`config.mk`:
```
export PLATFORM = sky130hd
export DESIGN_NAME = switch_output_allocator
export DESIGN_NICKNAME = d
export VERILOG_FILES = /design/src/rtl/switch_output_allocator_pkg.sv /design/src/rtl/switch_output_allocator_rr_arbiter.sv /design/src/rtl/switch_output_allocator.sv
export SDC_FILE = /design/constraint.sdc
export NUM_CORES = 1
export LEC_CHECK = 0
export ABC_AREA = 1
export CAP_MARGIN = 15
export CELL_PAD_IN_SITES_DETAIL_PLACEMENT = 1
export CELL_PAD_IN_SITES_GLOBAL_PLACEMENT = 2
export CORE_MARGIN = 4
export CORE_UTILIZATION = 33
export DETAILED_ROUTE_END_ITERATION = 10
export PLACE_DENSITY = 0.89
export SYNTH_ARGS = -nofsm -noshare
export SYNTH_HDL_FRONTEND = slang
export SYNTH_SLANG_ARGS = --single-unit
```
`constraint.sdc`:
```
create_clock -name clk -period 8.2 [get_ports clk]
set_clock_uncertainty 0.1 [all_clocks]
set_input_delay 1.23 -clock clk [delete_from_list [all_inputs] [get_ports clk]]
set_output_delay 1.23 -clock clk [all_outputs]
set_load 0.01 [all_outputs]
```
`src/rtl/switch_output_allocator_pkg.sv`:
```
// rtl/switch_output_allocator_pkg.sv - shared types and helpers for the output-port switch allocator
package switch_output_allocator_pkg;

    localparam int MAX_SRC_WIDTH = 8;

    typedef enum logic [0:0] {
        ALLOC_IDLE  = 1'b0,
        ALLOC_GRANT = 1'b1
    } alloc_state_t;

    // Per-output grant record; the switch top concatenates these into its grant vector.
    typedef struct packed {
        logic                     valid;
        logic [MAX_SRC_WIDTH-1:0] src_port;
    } alloc_grant_t;

    function automatic int index_width(input int n);
        return (n > 1) ? $clog2(n) : 1;
    endfunction

endpackage

```
`src/rtl/switch_output_allocator_rr_arbiter.sv`:
```
// rtl/switch_output_allocator_rr_arbiter.sv - combinational round-robin pick starting at a pointer
module switch_output_allocator_rr_arbiter
    import switch_output_allocator_pkg::*;
#(
    parameter int N = 5,
    parameter int W = index_width(N)
) (
    input  logic [N-1:0] req,
    input  logic [W-1:0] ptr,
    output logic [N-1:0] onehot,
    output logic [W-1:0] idx
);

    // Scan positions ptr, ptr+1, ... with wrap; the first set request wins.
    always_comb begin
        int           pos;
        logic [W-1:0] pos_idx;
        logic         found;
        onehot  = '0;
        idx     = '0;
        found   = 1'b0;
        pos     = 0;
        pos_idx = '0;
        for (int k = 0; k < N; k++) begin
            pos = int'(ptr) + k;
            if (pos >= N) begin
                pos = pos - N;
            end
            pos_idx = pos[W-1:0];
            if (!found && req[pos_idx]) begin
                found           = 1'b1;
                onehot[pos_idx] = 1'b1;
                idx             = pos_idx;
            end
        end
    end

endmodule

```
`src/rtl/switch_output_allocator.sv`:
```
// rtl/switch_output_allocator.sv - per-output switch allocator with round-robin and whole-message credits
module switch_output_allocator
    import switch_output_allocator_pkg::*;
#(
    parameter int   NUM_PORTS                     = 5,
    parameter int   PORT_NUM                      = 0,
    parameter int   FLITS_PER_MESSAGE             = 4,
    parameter int   MAX_FLITS_PER_PORT_DOWNSTREAM = 16,
    parameter int   MAX_CREDIT_WIDTH              = 5,
    parameter bit   DISABLE_UTURN                 = 1'b0,
    localparam int  PORT_WIDTH                    = index_width(NUM_PORTS)
) (
    input  logic                        clk,
    input  logic                        rst,
    input  logic [NUM_PORTS-1:0]        req_in,
    output logic                        grant_valid_out,
    output logic [PORT_WIDTH-1:0]       grant_src_out,
    input  logic                        flit_sent_in,
    input  logic                        credit_valid_in,
    input  logic [MAX_CREDIT_WIDTH-1:0] credit_count_in,
    output logic                        credack_out,
    output logic [MAX_CREDIT_WIDTH-1:0] credits_out,
    output logic                        overflow_err_out
);

    localparam int              CW          = MAX_CREDIT_WIDTH + 1;
    localparam int              FW          = index_width(FLITS_PER_MESSAGE);
    localparam logic [CW-1:0]   MSG_CREDITS = CW'(FLITS_PER_MESSAGE);
    localparam logic [CW-1:0]   MAX_CREDITS = CW'(MAX_FLITS_PER_PORT_DOWNSTREAM);
    localparam logic [FW-1:0]   LAST_FLIT   = FW'(FLITS_PER_MESSAGE - 1);
    localparam logic [PORT_WIDTH-1:0] LAST_PORT = PORT_WIDTH'(NUM_PORTS - 1);

    alloc_state_t                state;
    logic [MAX_CREDIT_WIDTH-1:0] credits;
    logic [PORT_WIDTH-1:0]       rr_ptr;
    logic [FW-1:0]               flit_cnt;

    logic [NUM_PORTS-1:0]        masked_req;
    logic [NUM_PORTS-1:0]        win_onehot;
    logic [PORT_WIDTH-1:0]       win_idx;
    logic [PORT_WIDTH-1:0]       ptr_next;
    logic                        take;
    logic [CW-1:0]               credits_ext;
    logic [CW-1:0]               credit_sum;
    logic                        credit_over;
    logic [CW-1:0]               credit_next;

    switch_output_allocator_rr_arbiter #(
        .N (NUM_PORTS),
        .W (PORT_WIDTH)
    ) u_rr_arbiter (
        .req    (masked_req),
        .ptr    (rr_ptr),
        .onehot (win_onehot),
        .idx    (win_idx)
    );

    // Eligibility uses the credit count from before this cycle's return is added.
    always_comb begin
        masked_req = req_in;
        if (DISABLE_UTURN) begin
            masked_req[PORT_NUM] = 1'b0;
        end
        credits_ext = {1'b0, credits};
        take        = (state == ALLOC_IDLE) && (|win_onehot) && (credits_ext >= MSG_CREDITS);
        credit_sum  = credits_ext
                    - (take ? MSG_CREDITS : '0)
                    + (credit_valid_in ? {1'b0, credit_count_in} : '0);
        credit_over = credit_sum > MAX_CREDITS;
        credit_next = credit_over ? MAX_CREDITS : credit_sum;
        ptr_next    = (win_idx == LAST_PORT) ? '0 : win_idx + 1'b1;
    end

    always_ff @(posedge clk) begin
        if (rst) begin
            state            <= ALLOC_IDLE;
            grant_valid_out  <= 1'b0;
            grant_src_out    <= '0;
            credits          <= MAX_CREDIT_WIDTH'(MAX_FLITS_PER_PORT_DOWNSTREAM);
            rr_ptr           <= '0;
            flit_cnt         <= '0;
            credack_out      <= 1'b0;
            overflow_err_out <= 1'b0;
        end else begin
            credits     <= credit_next[MAX_CREDIT_WIDTH-1:0];
            credack_out <= credit_valid_in;
            if (credit_over) begin
                overflow_err_out <= 1'b1;
            end
            case (state)
                ALLOC_IDLE: begin
                    if (take) begin
                        state           <= ALLOC_GRANT;
                        grant_valid_out <= 1'b1;
                        grant_src_out   <= win_idx;
                        rr_ptr          <= ptr_next;
                        flit_cnt        <= '0;
                    end
                end
                ALLOC_GRANT: begin
                    if (flit_sent_in) begin
                        if (flit_cnt == LAST_FLIT) begin
                            state           <= ALLOC_IDLE;
                            grant_valid_out <= 1'b0;
                            flit_cnt        <= '0;
                        end else begin
                            flit_cnt <= flit_cnt + 1'b1;
                        end
                    end
                end
                default: begin
                    state           <= ALLOC_IDLE;
                    grant_valid_out <= 1'b0;
                end
            endcase
        end
    end

    assign credits_out = credits;

endmodule

```
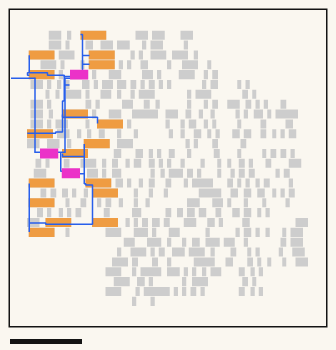
clk_routes.png
The bar under the picture is 20 um long.
[orange] flip-flops | count: 17
[blue] clock wires | length: 202 um
[magenta] clock drivers | count: 3
routed clock nets: 4
portion of total power attributed to the clock network: 5.5%
insertion delay to the later sink of the worst-skew pair: 0.25 ns

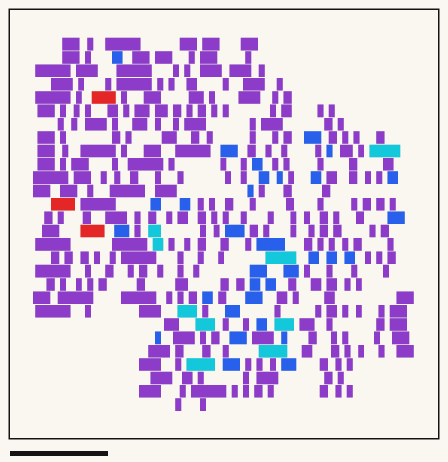
sizes.png
The bar under the picture is 20 um long.
[red] _6 and larger | cells: 3 | most used: clkbuf_8
[cyan] _3 and _4 cells | cells: 9 | most used: nand2_4
[blue] _2 cells | cells: 32 | most used: nand2_2
[purple] _0 and _1 cells | cells: 297 | most used: nand2_1
Final Worst Setup Slack: 3.30 ns
area overhead of the layout relative to synthesis: 15.1%

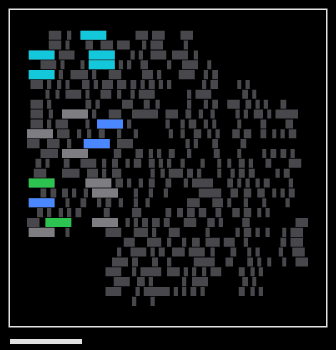
flops_by_reg.png
The bar under the picture is 20 um long. Other sequential cells in the stronger grey, the rest of the logic in the fainter grey.
[green] flit_cnt | flops: 2
[cyan] credits_out | flops: 5 | where: upper left
[blue] grant_src_out | flops: 3
not coloured: 7
share of the final layout cell area in sequential cells: 14.3%
Sequential Power: 0.000135 W

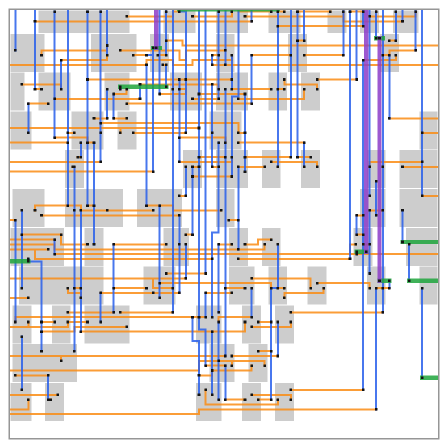
detail.png
Region (50, 7) to (80, 37) um. Cells in grey, sequential cells in the stronger grey; small squares are vias.
[purple] metal 4
[blue] metal 2
[orange] metal 1
[green] metal 3
cells with their middle in the window: 62
sequential cells in the window: 0
most frequent: nand2_1 (22), nand3_1 (8), nand4_1 (6)

==> summary.txt <==
Results of the implementation run.

The ratio of routed vias to standard cells is 4.99. The detailed-routing wirelength on met1 is 2.93 mm. The Yosys step of the flow raised 0 warnings. The number of detailed-routing iterations run before antenna repair is 4. The buffer count from post-CTS setup fixing is 0. The number of port buffers is 24. The length of routed met3 wiring came out at about 120 um.

The number of placement rows came out at 28. Per the detail_route report, routed wire per instance is 14.4 um. The HPWL after detailed placement is a little under 5 mm. The met2 routing resource usage after global routing came out at 28.7%. The buffering overhead came out at roughly a tenth. Summing all placed instances gives a cell area of 0.00234 mm^2. The remaining number of nets flagged by the antenna check after routing is 0.

The non-clock buffer instance count of the final layout is 25. For this design the top-level I/O count stands at 25. The met1 track demand over resource is 22.9%.

The commonest register cell is sky130_fd_sc_hd__dfxtp_1. The post-layout net count came out at 377. The number of hold buffers added after CTS was 0.

Per the layout report, the design carries roughly 44 non-clock inverters. The sum of overflow across all layers after global routing came out at 0. Per the layout report, the design carries 4 clock buffers. Cells with a size suffix above 1 make up 12.9% of the layout.

The number of flip-flops under the largest register name came out at 5. The element type at the critical path end is a flip-flop. The die outline area came out at 0.00760 mm^2. The accumulated negative setup slack is 0 ns. The post-synthesis cell type count is 38. The mapped netlist covers 0.00207 mm^2. Traced cell by cell, the critical path runs through ha_1, inv_1, fa_1, inv_1, nand2_1, a21oi_1, nor2_1, nand3_1, nand3_1, nand3_2, inv_2, a21boi_2, fa_1, inv_1, ha_1, a21o_1, a21oi_1, nor2_1, nor2_1, xor2_1, nand2_1, nor2_1, inv_1, or2_2. The flow inserted approximately 75 tap cells.

The detailed router reports a met2 wire length of ~2.8 mm. For this run, design rule violations remaining after detail routing come to 0. The headroom to the max-slew limit came out at between 50% and 60%.

The part of the cycle the worst path needs came out at 59.7%. The share of final layout cell area taken by clock buffers and inverters came out at 1.89%. The number of cells upsized or downsized after cts came out at 0. The fraction of synthesis flops using an asynchronous set or reset pin is 0%. The global-route wire length before repair is 10.4 mm. The peak clock frequency supported by timing came out at roughly 200 MHz. The data arrival time at the worst-slack endpoint is 4.93 ns. The count of maximum capacitance violations came out at 0. For reference, the most critical setup path is categorized as flip-flop to flip-flop.

The placeable core region is 0.00599 mm^2. Yosys stat counts 318 cells in the synthesized netlist. The clock transition at the register clock pins on the worst setup and hold paths after CTS is around 0.060 ns. The fraction of area in multi-input gates came out at 62.4%. The start point of the critical path is rr_ptr[1]. The sequential cell area came out at 340 um^2.

The number of antenna violations at the first check in global routing came to 0. The worst min-delay path category is flip-flop to flip-flop. After global routing, the most crowded layer is met2. The sequential-to-total area share from yosys stat is 16.4%. Summed over all instances, the cell type with the most area after synthesis is sky130_fd_sc_hd__dfxtp_1. Ranked by total area, the top cell class in this layout is logic gates. The minimum clock period came out at 4.90 ns. The final layout contains a sequential cell count of 17. The proportion of netlist area held by the largest area contributor came out at 16.4%. TritonCTS built the clock tree. The final hold violation count is 0. The first routing iteration left roughly 56 violations. The overall die height is 87.2 um. Looking at the clock tree report, the maximum root-to-sink buffer count equals 2. The number of instances in the placed design is roughly 400. The dominant delay contributor by cell family on the critical path is adder cells. The root cell of the clock tree is sky130_fd_sc_hd__clkbuf_8. The total power consumption of the routed design is 0.00111 W. The total number of vias came out at around 2100. Summed over all cells, the static leakage comes to ~1.2 nW. The library cell used most frequently in the layout, excluding fill and tap cells, is sky130_fd_sc_hd__nand2_1. For this run the top cell type by instance count after synthesis was sky130_fd_sc_hd__nand2_1. The run finished with clean final reports. Per the post-place timing report, worst setup slack is 3.18 ns.

Once synthesis finished, the tally of register bits stood at 17. The pin slew with the least headroom to its limit came out at approximately 0.6 ns. Global routing used under 10% of the available met3 tracks. The final core utilization is roughly two fifths. Signal nets in the final route climb as high as met4.

Counting every instance in the synthesized netlist gives about 320. The total track usage is 16.9%. The total power density per cell area is 466 mW/mm^2. The startpoint identified for the worst hold timing path is grant_valid_out.
[worst paths after layout]
| path | end | slack, ns | cells after the start |
|---|---|---|---|
| worst max-delay path | credits_out[4] | 3.30 | 24 |
| worst min-delay path | grant_valid_out | 0.37 | 2 |
| worst max register to register | credits_out[4] | 3.30 | 24 |
| worst min register to register | grant_valid_out | 0.37 | 2 |
[power by group]
group	internal, W	total (W)	leakage [nW]	switching [W]
Combinational	0.000327	0.000912	1.05	0.000586
Sequential	0.000111	0.000135	0.140	0.0000240
Clock	0.0000344	0.0000609	0.0228	0.0000265
Total	0.000472	0.00111	1.22	0.000636
[cell families after synthesis]
family | synth area share, %
buf+inv | 11.7
simple gates | 44.1
fa+ha+maj | 13.4
xor+xnor | 3.33
compound gates | 11.0
flops | 16.4
Power and IR drop assume default switching activity.
